**src/rtl/ram16_fifo_ctrl.sv**
```systemverilog
// ram16_fifo_ctrl
//   FIFO controller in front of an external 16x4 RAM with asynchronous read.
//   One registered output word (out_data/out_valid) sits after the RAM, so the
//   total capacity is 16 RAM words + 1 output word = 17 words.
//   The RAM has a single shared address, so each cycle carries at most one
//   access. A fetch (RAM -> output register) always wins over a producer write.
//
// Ports
//   clk            in   rising-edge clock for all state
//   rst            in   synchronous active-high reset
//   in_valid       in   producer offers in_data
//   in_data[3:0]   in   producer word
//   in_ready       out  controller accepts in_data this cycle
//   out_valid      out  out_data holds a valid word
//   out_data[3:0]  out  registered consumer word
//   out_ready      in   consumer takes out_data this cycle
//   ram_we         out  RAM write enable
//   ram_address    out  RAM address, shared by read and write
//   ram_write_data out  RAM write word
//   ram_read_data  in   RAM asynchronous read word at ram_address
//   level[4:0]     out  words held, 0..17
//
// Optional build macro RAM16_FIFO_ERR_EN adds two sticky error outputs:
//   ovf_err        out  producer offered a word while 17 words were held
//   udf_err        out  consumer asked for a word while the FIFO was empty
// Both are cleared only by rst. Without the macro the ports and logic are absent.

module ram16_fifo_ctrl (
    input  logic       clk,
    input  logic       rst,
    input  logic       in_valid,
    input  logic [3:0] in_data,
    output logic       in_ready,
    output logic       out_valid,
    output logic [3:0] out_data,
    input  logic       out_ready,
    output logic       ram_we,
    output logic [3:0] ram_address,
    output logic [3:0] ram_write_data,
    input  logic [3:0] ram_read_data,
    output logic [4:0] level
`ifdef RAM16_FIFO_ERR_EN
    ,
    output logic       ovf_err,
    output logic       udf_err
`endif
);

    logic [3:0] r_wr_ptr;
    logic [3:0] r_rd_ptr;
    logic [4:0] r_ram_count;
    logic       r_out_valid;
    logic [3:0] r_out_data;

    logic       w_ram_empty;
    logic       w_ram_full;
    logic       w_fetch;
    logic       w_write;

    assign w_ram_empty = (r_ram_count == 5'd0);
    assign w_ram_full  = (r_ram_count == 5'd16);

    // Refill the output register whenever the RAM has data and the register
    // is either empty or being consumed this cycle.
    assign w_fetch = !w_ram_empty && (!r_out_valid || out_ready);

    // A fetch occupies the shared RAM port, so writes are held off that cycle.
    assign in_ready = !rst && !w_ram_full && !w_fetch;
    assign w_write  = in_valid && in_ready;

    assign ram_we         = w_write;
    assign ram_address    = w_fetch ? r_rd_ptr : r_wr_ptr;
    assign ram_write_data = in_data;

    assign out_valid = r_out_valid;
    assign out_data  = r_out_data;
    assign level     = r_ram_count + {4'd0, r_out_valid};

    always_ff @(posedge clk) begin
        if (rst) begin
            r_wr_ptr    <= 4'd0;
            r_rd_ptr    <= 4'd0;
            r_ram_count <= 5'd0;
            r_out_valid <= 1'b0;
            r_out_data  <= 4'd0;
        end else begin
            if (w_write) begin
                r_wr_ptr <= r_wr_ptr + 4'd1;
            end

            if (w_fetch) begin
                r_out_data  <= ram_read_data;
                r_out_valid <= 1'b1;
                r_rd_ptr    <= r_rd_ptr + 4'd1;
            end else if (out_ready && r_out_valid) begin
                r_out_valid <= 1'b0;
            end

            // Write and fetch are mutually exclusive, so only one adjustment applies.
            if (w_write) begin
                r_ram_count <= r_ram_count + 5'd1;
            end else if (w_fetch) begin
                r_ram_count <= r_ram_count - 5'd1;
            end
        end
    end

`ifdef RAM16_FIFO_ERR_EN
    logic r_ovf_err;
    logic r_udf_err;

    always_ff @(posedge clk) begin
        if (rst) begin
            r_ovf_err <= 1'b0;
            r_udf_err <= 1'b0;
        end else begin
            if (in_valid && (level == 5'd17)) begin
                r_ovf_err <= 1'b1;
            end
            if (out_ready && !r_out_valid && w_ram_empty) begin
                r_udf_err <= 1'b1;
            end
        end
    end

    assign ovf_err = r_ovf_err;
    assign udf_err = r_udf_err;
`endif

endmodule
```
**config.mk**
```make
export PLATFORM = sky130hd
export DESIGN_NAME = ram16_fifo_ctrl
export DESIGN_NICKNAME = d
export VERILOG_FILES = /design/src/rtl/ram16_fifo_ctrl.sv
export SDC_FILE = /design/constraint.sdc
export NUM_CORES = 1
export LEC_CHECK = 0
export CELL_PAD_IN_SITES_DETAIL_PLACEMENT = 1
export CELL_PAD_IN_SITES_GLOBAL_PLACEMENT = 1
export CORE_MARGIN = 1
export CORE_UTILIZATION = 31
export CTS_CLUSTER_DIAMETER = 60
export DETAILED_ROUTE_END_ITERATION = 8
export MAX_ROUTING_LAYER = met4
export PLACE_DENSITY_LB_ADDON = 0.08
export SETUP_SLACK_MARGIN = 0.1
export SLEW_MARGIN = 20
export SYNTH_ARGS = -nofsm -noshare
export SYNTH_HDL_FRONTEND = slang
export SYNTH_SLANG_ARGS = --single-unit
```
**constraint.sdc**
```tcl
create_clock -name clk -period 2.9 [get_ports clk]
set_clock_uncertainty 0.1 [all_clocks]
set_input_delay 0.725 -clock clk [delete_from_list [all_inputs] [get_ports clk]]
set_output_delay 0.725 -clock clk [all_outputs]
set_load 0.05 [all_outputs]
```
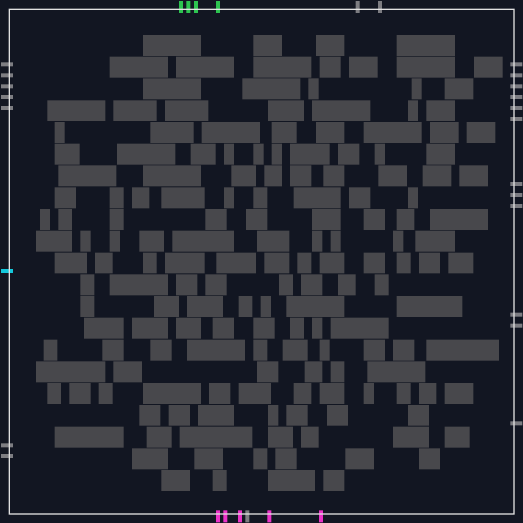
Figure 1: run 1, ports around the boundary.
Scale: 8 px per µm. Pins as bars across the die edge, other pins in grey.
| colour | port | pins | direction | edge |
|---|---|---|---|---|
| green | `ram_address` | 4 | output | top |
| magenta | `level` | 5 | output | bottom |
| cyan | `ram_we` | 1 | output | left |
all pins by edge: 12 right, 8 left, 6 bottom, 6 top

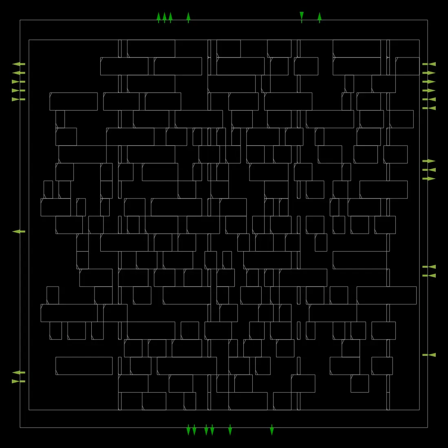
Figure 2: run 1, placement view.
Post-Route Utilization: 49.87%
Seq area share: 21.43%
flip-flops: 18
non-filler instance count after layout: 211
Std-Cell Rows: 21

==> datasheet_impl.txt, run 1 <==
Physical implementation characteristics

Parameter                              Value

Die
  Initial core utilization .................. 33.41%
  Floorplan core area .................. 0.003442 mm²
  Chip Height .................. 62.91 µm

Cells and area
  Area of all placed cells without fillers .................. 0.001717 mm²
  Layout cell share with drive strength beyond 1 .................. 32.73%

Global route
  GRT Overall Usage .................. 17.15%
  Met1 routing resource usage after global routing .................. about a fifth
  GRT busiest layer .................. met2
  M3 GR Usage .................. ~4%

Timing
  Measured slew at the worst slew-check pin .................. 0.5198 ns
  Post-route clock period utilization .................. 95.24%
  Top achievable clock speed .................. 362.1 MHz
  Slew Limit Fails .................. 0
  Count of final hold-check violations .................. 0
  Final setup violation count .................. 0

Run
  Count of warning messages emitted by the tools .................. 28
  Max-cap violations .................. 0

Yosys
  Yosys-reported design area after synthesis .................. 0.001150 mm²
  # Cells Yosys .................. roughly 130
  Share of synthesized registers carrying an async set or reset .................. 0%
  Syn Std Cell Area .................. around 0.0011 mm²
  Commonest cells in the netlist .................. 18 x sky130_fd_sc_hd__dfxtp_1, 14 x sky130_fd_sc_hd__nor2_1, 9 x sky130_fd_sc_hd__a21oi_1
  Count of library flops with an enable pin .................. 0
  Average footprint of a synthesized cell .................. 9.126 µm²
  Biggest area cells .................. sky130_fd_sc_hd__dfxtp_1 31%, sky130_fd_sc_hd__ha_1 7.6%, sky130_fd_sc_hd__mux2i_1 7.0%
  Cell type contributing the most total cell area after synthesis .................. sky130_fd_sc_hd__dfxtp_1
  Number of synthesized register bits .................. 18
  Count of mapped cells out of synthesis .................. 126

Clock tree
  CTS Hold Bufs .................. 0
  Bufs on Longest Clock Path .................. 2

Drt
  Number of nets still failing antenna checks after routing .................. 0
  Number of search-and-repair iterations in the first detailed-routing pass .................. 4
  Initial drt markers .................. 22
  # DRC .................. 0

Power
  Pleak .................. approximately 0.73 nW
  Post-layout power .................. ~0.0019 W
  Total power divided by cell area .................. 1098 mW/mm²

Critical path
  Required time at the worst-slack endpoint .................. 2.08 ns
  CP arrival .................. 1.94 ns
  Crit Path Category .................. flop to output port

Placement
  RD Place Congestion .................. roughly 0.77
  Half-perimeter wire length after placement .................. 2354 µm
  Total cell area at the placement stage .................. 0.001536 mm²

Status
  Status .................. completed
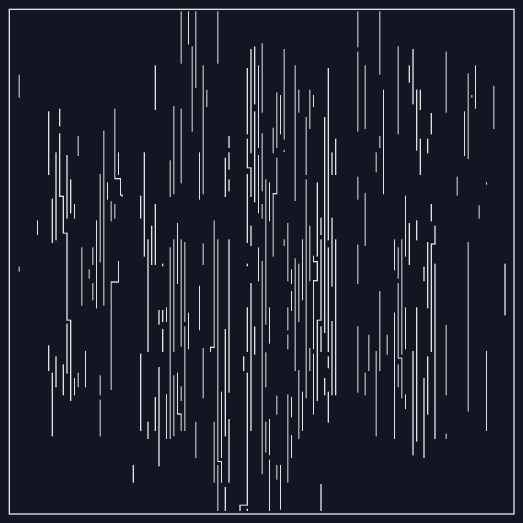
Figure 3: run 1, met2 routing.
Scale: 8 px per µm.
share of all routed wire: 49%
longest straight run: 27.7 µm
vias after detailed routing: 1063
Total Routed Length: 3257 µm
met2 GRT Util: 28.09%

==> run 1: layout make-up <==
class | count | area (µm²) | area share [%]
multi-input combinational | 94 | 784.5 | 45.70
tap | 46 | 57.56 | 3.353
sequential | 18 | 367.9 | 21.43
timing repair buffer | 45 | 436.7 | 25.44
inverter | 4 | 15.01 | 0.8746
clock buffer | 4 | 55.05 | 3.207
==> run 1: logic make-up after synthesis <==
| kind of cell | synth area share (%) |
|---|---|
| AND/OR/NAND/NOR | 21.33 |
| XOR/XNOR | 6.856 |
| adder cells (fa/ha/maj) | 9.358 |
| flip-flops | 31.34 |
| buffers and inverters | 7.616 |
| multiplexers | 10.88 |
| AND-OR/OR-AND | 12.62 |
==> run 1: metrics by stage <==
step | TNS (ns) | hold WS [ns]
floorplan | 0 | 0.3547
global placement | -0.3412 | 0.3637
detailed placement | -0.7124 | 0.4000
CTS | 0 | 0.4166
global route | 0 | 0.4443
finish | 0 | 0.4085
==> run 1: worst max-delay path: stages (launching register included) <==
cell	delay, ns
sky130_fd_sc_hd__dfxtp_4	0.36
sky130_fd_sc_hd__or4_4	0.55
sky130_fd_sc_hd__o21ai_4	0.27
sky130_fd_sc_hd__mux2_4	0.35
sky130_fd_sc_hd__buf_12	0.15
==> run 1: sequential cells by signal (all words and copies together), names as in the netlist <==
signal       count
r_rd_ptr         4
out_valid        1
out_data         4
r_wr_ptr         4
r_ram_count      5
==> run 1: where the power goes <==
part           internal, W  total, W  switching [W]
logic             0.000587   0.00129       0.000703
clock network     0.000121  0.000209      0.0000884
registers         0.000319  0.000385      0.0000664
==> run 1: layer usage <==
layer  share of wire (%)  up-vias
met5                   0        -
met4                 1.5        0
met3                 3.8        6
met2                  49       21
met1                  45      514
li1                    -      522
==> run 1: repair_timing <==
item,4_1_cts,5_1_grt
gates resized,11,8
setup endpoints to repair,10,9
buffers inserted,2,4
hold endpoints to repair,0,0
pin swaps,1,4
==> run 1: final timing paths <==
path	start	to	slack, ns	depth (start not counted)
worst max-delay path	r_ram_count[1]	ram_address[3]	0.14	4
worst min-delay path	out_data[3]	out_data[3]	0.41	2
worst max register to register	r_ram_count[1]	r_ram_count[3]	0.25	8
worst min register to register	out_data[3]	out_data[3]	0.41	2
==> inputs of run 2 (changes only) <==
CTS_CLUSTER_DIAMETER = 30   (was 60)
CTS_CLUSTER_SIZE = 25   (was unset)
==> run 2 against run 1 <==
Routed wire length unchanged. Global-route usage stayed put. Largest cell class unchanged. Critical path depth did not move. Cell area unchanged. Clock power is essentially flat. Critical endpoint unchanged.
==> datasheet_impl.txt, run 2 <==
Physical implementation characteristics

Parameter                              Value

Critical path
  End of the worst register-to-register path .................. r_ram_count[3]
  Worst r2r path cells .................. 8 (unchanged)
  CP arrival .................. 1.94 ns (about the same)
  Startpoint type of the worst setup path .................. flop
  Critical Path Source .................. r_ram_count[1]
  Setup slack of the worst register-to-register path .................. 0.25 ns (about the same)
  Worst flop-to-flop path startpoint .................. r_ram_count[1]
  Sequence of cells on the critical path .................. or4_4, o21ai_4, mux2_4, buf_12
  Top cell family by delay on the critical path .................. simple AND/OR/NAND/NOR gates
  Stage delay of the slowest cell on the critical path .................. 0.55 ns (about the same)
  Number of logic stages on the critical path including buffering .................. 4 (unchanged)
  Crit Path Category .................. flop to output port
  Number of buffers and inverters on the critical path .................. 1 (unchanged)
  Critical path endpoint .................. ram_address[3]
  Crit path max-delay cell type .................. sky130_fd_sc_hd__or4_4
  Required time at the worst-slack endpoint .................. 2.08 ns (about the same)

Power
  Pleak .................. 0.7296 nW (unchanged)
  Total power divided by cell area .................. 1098 mW/mm² (unchanged)

Yosys
  Syn Std Cell Area .................. 0.001150 mm² (unchanged)
  Combinational family with the most area after synthesis .................. simple AND/OR/NAND/NOR gates
  Mux contribution to synthesized area .................. 10.88% (unchanged)
  Commonest cells in the netlist .................. 18 x sky130_fd_sc_hd__dfxtp_1, 14 x sky130_fd_sc_hd__nor2_1, 9 x sky130_fd_sc_hd__a21oi_1
  Aoi share .................. 12.62% (unchanged)
  Cell type contributing the most total cell area after synthesis .................. sky130_fd_sc_hd__dfxtp_1
  Xor and xnor area share after synthesis .................. 6.855% (unchanged)
  Simple-gate share of the synthesized area .................. 21.33% (unchanged)
  Average footprint of a synthesized cell .................. 9.126 µm² (unchanged)
  Yosys-reported design area after synthesis .................. 0.001150 mm² (unchanged)
  Ys Warns .................. 0
  Count of library flops with an enable pin .................. 0 (unchanged)
  Count of mapped cells out of synthesis .................. 126 (unchanged)
  Adder-cell share of the synthesized area .................. 9.358% (unchanged)
  Number of synthesized register bits .................. 18 (unchanged)
  Share of Yosys cell area claimed by the top area cell type .................. 31.34%
  Biggest area cells .................. sky130_fd_sc_hd__dfxtp_1 31%, sky130_fd_sc_hd__ha_1 7.6%, sky130_fd_sc_hd__mux2i_1 7.0%
  # Cells Yosys .................. 126 (unchanged)
  Share of synthesized registers carrying an async set or reset .................. 0% (unchanged)

Drt
  Number of search-and-repair iterations in the first detailed-routing pass .................. 4 (unchanged)
  Vias after detailed routing .................. 1063 (unchanged)
  Total Routed Length .................. 3257 µm (unchanged)
  Wirelength per Cell .................. 15.44 µm
  Number of nets still failing antenna checks after routing .................. 0 (unchanged)
  # DRC .................. 0 (unchanged)
  Initial drt markers .................. 22 (unchanged)

Global route
  M3 GR Usage .................. 4.015% (unchanged)
  GRT Overall Usage .................. 17.15% (unchanged)
  GRT busiest layer .................. met2
  Met1 routing resource usage after global routing .................. 20.44% (unchanged)
  Met2 GRT Util .................. 28.09% (unchanged)

Cells and area
  Largest register FFs .................. 5 (unchanged)
  Layout cell share with drive strength beyond 1 .................. 32.73% (unchanged)
  Count of inserted antenna diode cells .................. 0
  Largest register by flop count .................. r_ram_count
  Area of all placed cells without fillers .................. 0.001717 mm² (unchanged)

Clock tree
  CTS Hold Bufs .................. 0 (unchanged)
  Clock tree from TritonCTS .................. built
  Bufs on Longest Clock Path .................. 2 (unchanged)

Die
  Std-Cell Rows .................. 21 (unchanged)
  IO Pins .................. 32
  Chip Height .................. 62.91 µm (unchanged)
  Die W .................. 62.91 µm
  Initial core utilization .................. 33.41% (unchanged)
  Floorplan core area .................. 0.003442 mm² (unchanged)

Timing
  Setup repair after global routing missed its margin .................. true
  Count of final hold-check violations .................. 0 (unchanged)
  Setup TNS Final .................. 0 ns (unchanged)
  Max-slew headroom .................. between 60% and 70%
  Measured slew at the worst slew-check pin .................. 0.5198 ns (unchanged)
  Slew Limit Fails .................. 0 (unchanged)
  Smallest setup slack after layout .................. 0.1382 ns
  Top achievable clock speed .................. 362.1 MHz (unchanged)
  Worst hold slack after final layout .................. 0.4085 ns (unchanged)
  Final setup violation count .................. 0 (unchanged)
  Post-route clock period utilization .................. 95.24% (unchanged)

Placement
  Total cell area at the placement stage .................. 0.001536 mm² (unchanged)
  RD Place Congestion .................. 0.7734 (unchanged)
  Half-perimeter wire length after placement .................. 2354 µm (unchanged)

Run
  Count of warning messages emitted by the tools .................. 28 (unchanged)
  Max-cap violations .................. 0 (unchanged)

Status
  Status .................. completed
-- run 2: cell counts in the layout (fill, tap and decap cells not counted) --
Identical to the previous run, type by type.
-- run 2: worst min-delay path by stage --
stage,startpoint,endpoint,slack [ns],cells past startpoint
after floorplan,r_wr_ptr[3],r_wr_ptr[3],0.35,2
after global placement,r_wr_ptr[3],r_wr_ptr[3],0.36,2
after detailed placement,out_data[3],out_data[3],0.40,2
after CTS,out_data[3],out_data[3],0.42,2
after global routing,out_data[3],out_data[3],0.44,2
final,out_data[3],out_data[3],0.41,2
-- run 2: layout make-up --
type / count / area, µm²
fill: 381 / 1725
multi-input combinational: 94 / 784.5
timing repair buffer: 45 / 436.7
sequential: 18 / 367.9
tap: 46 / 57.56
clock buffer: 4 / 55.05
inverter: 4 / 15.01
-- run 2: logic make-up after synthesis --
| logic type | after synthesis |
|---|---|
| simple gates | 43 |
| compound gates | 22 |
| flops | 18 |
| buf+inv | 14 |
| mux | 12 |
| xor+xnor | 9 |
| fa+ha+maj | 8 |
-- run 2: power by group --
group	leakage (nW)	switching (W)	total (W)	internal, W
combinational	0.552	0.000703	0.00129	0.000587
sequential	0.149	0.0000664	0.000385	0.000319
clock	0.0288	0.0000884	0.000209	0.000121
-- run 2: per-layer routing --
layer	wire, µm	vias to the layer above
met3	125	6
li1	-	522
met4	50	0
met1	1477	514
met5	0	-
met2	1604	21
-- run 2: through the flow --
stage / cells / util, % / power (W)
after detailed placement: 201 / 44.64 / 0.001540
after CTS: 207 / 47.91 / 0.001802
after global routing: 211 / 49.87 / 0.001995
after global placement: 201 / 44.64 / 0.001513
after floorplan: 126 / - / 0.001170
final: 211 / 49.87 / 0.001884
-- run 2: what timing repair did --
item	CTS	global route
hold endpoints to repair	0	0
resized	11	8
buffers inserted	2	4
pin swaps	1	4
endpoints found under the setup margin	10	9
-- run 2: worst reg2reg max path, delay by kind of cell (launching register included) --
family          cells  cell delay (ns)
buf+inv             1             0.15
fa+ha+maj           1             0.29
compound gates      3             0.71
simple gates        1             0.43
mux                 1             0.42
xor+xnor            1             0.10
flops               1             0.36
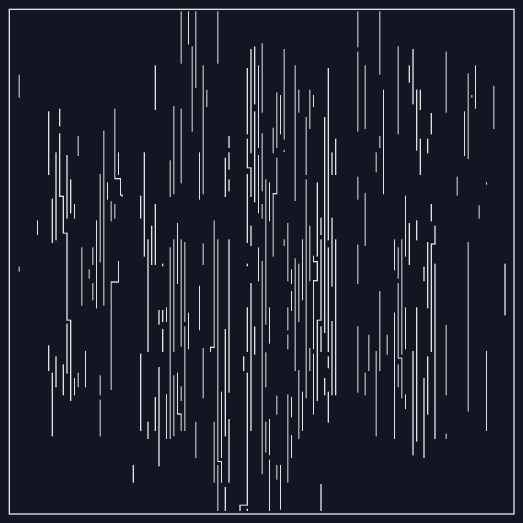
Figure 4: run 2, met2 routing.
Scale: 8 px per µm.
wire length on this layer: 1610 µm
longest straight run: 27.7 µm
share of all routed wire: 49%
main direction: vertical

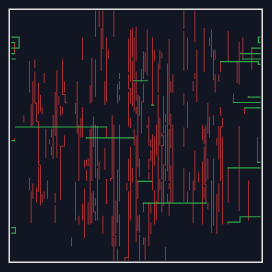
Figure 5: run 2, routed metal, one colour a layer.
Scale: 4 px per µm. Only two layers are drawn.
| colour | layer | wire length |
|---|---|---|
| red | met2 | 1610 µm |
| green | met3 | 125 µm |

==> inputs of run 3 (changes only) <==
MAX_ROUTING_LAYER = unset   (was met4)
==> run 3 against run 2 <==
Non-clock buffer count unchanged. Sequential cell count unchanged. Worst setup slack gained 0.0054 ns. Maximum frequency up 0.20%. Critical path depth stayed put. Area after synthesis stayed put. Via count decreased by 0.38%. Synthesized cell count did not move. Utilization stayed put. Clock power hardly changed. Global-route usage decreased by 0.47 points. Critical path type unchanged. Highest routed layer unchanged.
==> datasheet_impl.txt, run 3 <==
Physical implementation characteristics

Parameter                              Value

Status
  Status .................. completed

Die
  IO Pins .................. 32 (unchanged)
  Std-Cell Rows .................. 21 (unchanged)
  Die W .................. 62.91 µm (unchanged)
  Chip Height .................. 62.91 µm (unchanged)
  Initial core utilization .................. 33.41% (unchanged)
  Chip area .................. between 0.003 and 0.004 mm²

Timing
  Slew Limit Fails .................. 0 (unchanged)
  Smallest setup slack after layout .................. 0.1436 ns (+0.005424 ns)
  Post-route clock period utilization .................. 95.05% (-0.19 points)
  Setup TNS Final .................. 0 ns (unchanged)
  Setup repair after global routing missed its margin .................. true
  Max-slew headroom .................. 65.24% (unchanged)
  Minimum clock period .................. 2.756 ns
  Count of final hold-check violations .................. 0 (unchanged)
  Top achievable clock speed .................. 362.8 MHz (+0.20%)
  Measured slew at the worst slew-check pin .................. 0.5198 ns (+0.0000004768 ns)
  Worst hold slack after final layout .................. 0.4083 ns (-0.0002020 ns)
  Final setup violation count .................. 0 (unchanged)

Critical path
  Worst flop-to-flop path startpoint .................. r_ram_count[1]
  Critical path endpoint .................. ram_address[3]
  Stage delay of the slowest cell on the critical path .................. 0.55 ns (about the same)
  Startpoint type of the worst setup path .................. flop
  Top cell family by delay on the critical path .................. simple AND/OR/NAND/NOR gates
  Sequence of cells on the critical path .................. or4_4, o21ai_4, mux2_4, buf_12
  Worst r2r path cells .................. 8 (unchanged)
  Crit path max-delay cell type .................. sky130_fd_sc_hd__or4_4
  CP arrival .................. 1.93 ns (about the same)
  Critical Path Source .................. r_ram_count[1]
  Crit Path Category .................. flop to output port
  Number of logic stages on the critical path including buffering .................. 4 (unchanged)
  Required time at the worst-slack endpoint .................. 2.08 ns (about the same)
  Number of buffers and inverters on the critical path .................. 1 (unchanged)
  Setup slack of the worst register-to-register path .................. 0.26 ns (about the same)
  End of the worst register-to-register path .................. r_ram_count[3]

Yosys
  Number of synthesized register bits .................. 18 (unchanged)
  Ys Warns .................. 0 (unchanged)
  Flip-flop cell with the highest count after synthesis .................. sky130_fd_sc_hd__dfxtp_1
  # Cells Yosys .................. 126 (unchanged)
  Syn Std Cell Area .................. 0.001150 mm² (unchanged)
  Aoi share .................. 12.62% (unchanged)
  Yosys-reported design area after synthesis .................. 0.001150 mm² (unchanged)
  Count of mapped cells out of synthesis .................. 126 (unchanged)
  Xor and xnor area share after synthesis .................. 6.855% (unchanged)
  Share of Yosys cell area claimed by the top area cell type .................. 31.34% (unchanged)
  Average footprint of a synthesized cell .................. 9.126 µm² (unchanged)
  Mux contribution to synthesized area .................. 10.88% (unchanged)
  Adder-cell share of the synthesized area .................. 9.358% (unchanged)
  Simple-gate share of the synthesized area .................. 21.33% (unchanged)
  Combinational family with the most area after synthesis .................. simple AND/OR/NAND/NOR gates
  Count of library flops with an enable pin .................. 0 (unchanged)
  Biggest area cells .................. sky130_fd_sc_hd__dfxtp_1 31%, sky130_fd_sc_hd__ha_1 7.6%, sky130_fd_sc_hd__mux2i_1 7.0%
  Cell type contributing the most total cell area after synthesis .................. sky130_fd_sc_hd__dfxtp_1
  Syn nets .................. 146
  Share of synthesized registers carrying an async set or reset .................. 0% (unchanged)
  Commonest cells in the netlist .................. 18 x sky130_fd_sc_hd__dfxtp_1, 14 x sky130_fd_sc_hd__nor2_1, 9 x sky130_fd_sc_hd__a21oi_1

Global route
  Global-route wire length before repair .................. 5154 µm
  GRT Overall Usage .................. 16.68% (-0.47 points)
  Number of global-route vias before repair .................. 1086

Cells and area
  Commonest cells after routing, fill and taps aside .................. 25 x sky130_fd_sc_hd__buf_4, 16 x sky130_fd_sc_hd__dfxtp_1, 14 x sky130_fd_sc_hd__nor2_1, 12 x sky130_fd_sc_hd__clkdlybuf4s50_1, 8 x sky130_fd_sc_hd__a21oi_1
  Count of inserted antenna diode cells .................. 0 (unchanged)
  Largest register FFs .................. 5 (unchanged)
  Layout cell share with drive strength beyond 1 .................. 32.73% (unchanged)
  Post-layout nets .................. 186
  Most common logic cell in the routed design .................. sky130_fd_sc_hd__buf_4
  Area of all placed cells without fillers .................. 0.001717 mm² (unchanged)
  Largest register by flop count .................. r_ram_count

Placement
  Worst setup slack after placement .................. -0.2358 ns
  Total cell area at the placement stage .................. 0.001536 mm² (unchanged)
  RD Place Congestion .................. 0.7633 (-1.3%)
  Half-perimeter wire length after placement .................. 2354 µm (unchanged)

Drt
  Wirelength per Cell .................. 15.36 µm (-0.52%)
  Vias after detailed routing .................. 1059 (-0.38%)
  Via-to-Cell Ratio .................. 5.019
  Initial drt markers .................. 20 (-9.1%)
  Total Routed Length .................. 3240 µm (-0.52%)
  # DRC .................. 0 (unchanged)
  Number of nets still failing antenna checks after routing .................. 0 (unchanged)
  Number of search-and-repair iterations in the first detailed-routing pass .................. 3 (-1)

Run
  Count of warning messages emitted by the tools .................. 28 (unchanged)
  Max-cap violations .................. 0 (unchanged)

Clock tree
  Bufs on Longest Clock Path .................. 2 (unchanged)
  Cell at the root of the clock tree .................. sky130_fd_sc_hd__clkbuf_8
  Clock H-tree levels .................. 1
  Worst skew pair latency .................. 0.25 ns
  Clock tree from TritonCTS .................. built
  CTS clock-pin slew for the worst setup and hold paths .................. 0.07 ns

Power
  Pleak .................. 0.7296 nW (unchanged)
  Total power divided by cell area .................. 1095 mW/mm² (-0.26%)
==> run 3: area by class of cell <==
class	instances	area, µm²	area share [%]
Timing Repair Buffer	45	436.7	25.44
Clock buffer	4	55.05	3.207
Tap cell	46	57.56	3.353
Multi-Input combinational cell	94	784.5	45.70
Inverter	4	15.01	0.8746
Sequential cell	18	367.9	21.43
==> run 3: per-stage QoR <==
| stage | power [W] | cells | util [%] |
|---|---|---|---|
| after floorplan | 0.001170 | 126 | - |
| after global placement | 0.001513 | 201 | 44.64 |
| after detailed placement | 0.001540 | 201 | 44.64 |
| after CTS | 0.001802 | 207 | 47.91 |
| after global routing | 0.001995 | 211 | 49.87 |
| final | 0.001879 | 211 | 49.87 |
==> run 3: report_power, final <==
| part | internal [W] | switching [W] | total [W] |
|---|---|---|---|
| clock network | 0.000121 | 0.0000861 | 0.000207 |
| registers | 0.000319 | 0.0000659 | 0.000385 |
| logic | 0.000587 | 0.000701 | 0.00129 |
==> run 3: repair_timing <==
action	CTS	global route
pin swaps	1	4
gates resized	11	8
hold buffers	0	0
endpoints found under the setup margin	10	9
setup buffers	2	4
==> run 3: tightest hold or removal path: stages, from the launching register on <==
cell and delay, ns:
sky130_fd_sc_hd__dfxtp_1 0.34, sky130_fd_sc_hd__mux2i_1 0.07, sky130_fd_sc_hd__nor2_1 0.07
==> run 3: cells by family (layout without fill, tap and decap cells) <==
logic type                 Yosys count  after routing
and+or+nand+nor                     43             43
AOI/OAI and AO/OA                   22             22
DFF                                 18             18
buffers and inverters               14             53
muxes                               12             12
xor gates and xnor gates             9              9
adders and majority gates            8              8
==> run 3: how the worst min path moves through the flow <==
stage | from | depth (start not counted) | end | slack (ns)
after floorplan | r_wr_ptr[3] | 2 | r_wr_ptr[3] | 0.35
after global placement | r_wr_ptr[3] | 2 | r_wr_ptr[3] | 0.36
after detailed placement | out_data[3] | 2 | out_data[3] | 0.40
after CTS | out_data[3] | 2 | out_data[3] | 0.42
after global routing | out_data[3] | 2 | out_data[3] | 0.44
final | out_data[3] | 2 | out_data[3] | 0.41
==> run 3: metal layers <==
metal	global-route usage, %	vias up	part of all wire [%]
met5	0	-	0
met4	5.814	0	1.0
met3	4.015	4	3.9
met2	28.09	21	50
met1	20.44	511	45
li1	-	523	-
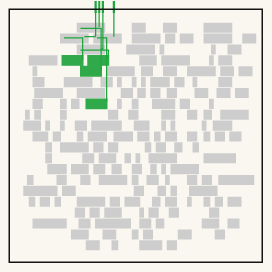
Figure 6: run 3, wires at chosen ports, followed through buffers.
Scale: 4 px per µm.
| colour | port | bits | direction | end cells | buffers | wire |
|---|---|---|---|---|---|---|
| green | `ram_address` | 4 | output | 4 | 4 | 82.3 µm |

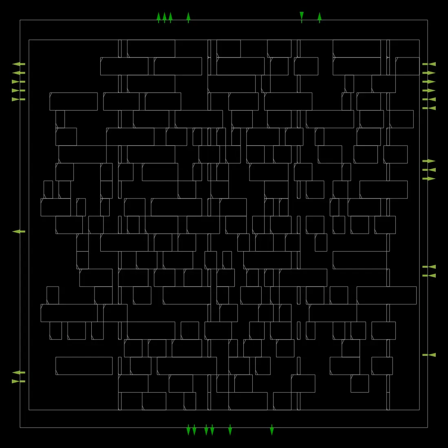
Figure 7: run 3, placement view.
tap cell count: 46
floorplan core area: 0.003442 mm²
fill cell instance count of the final layout: 381

No activity file was given, so power comes from the tool's default toggle rates.
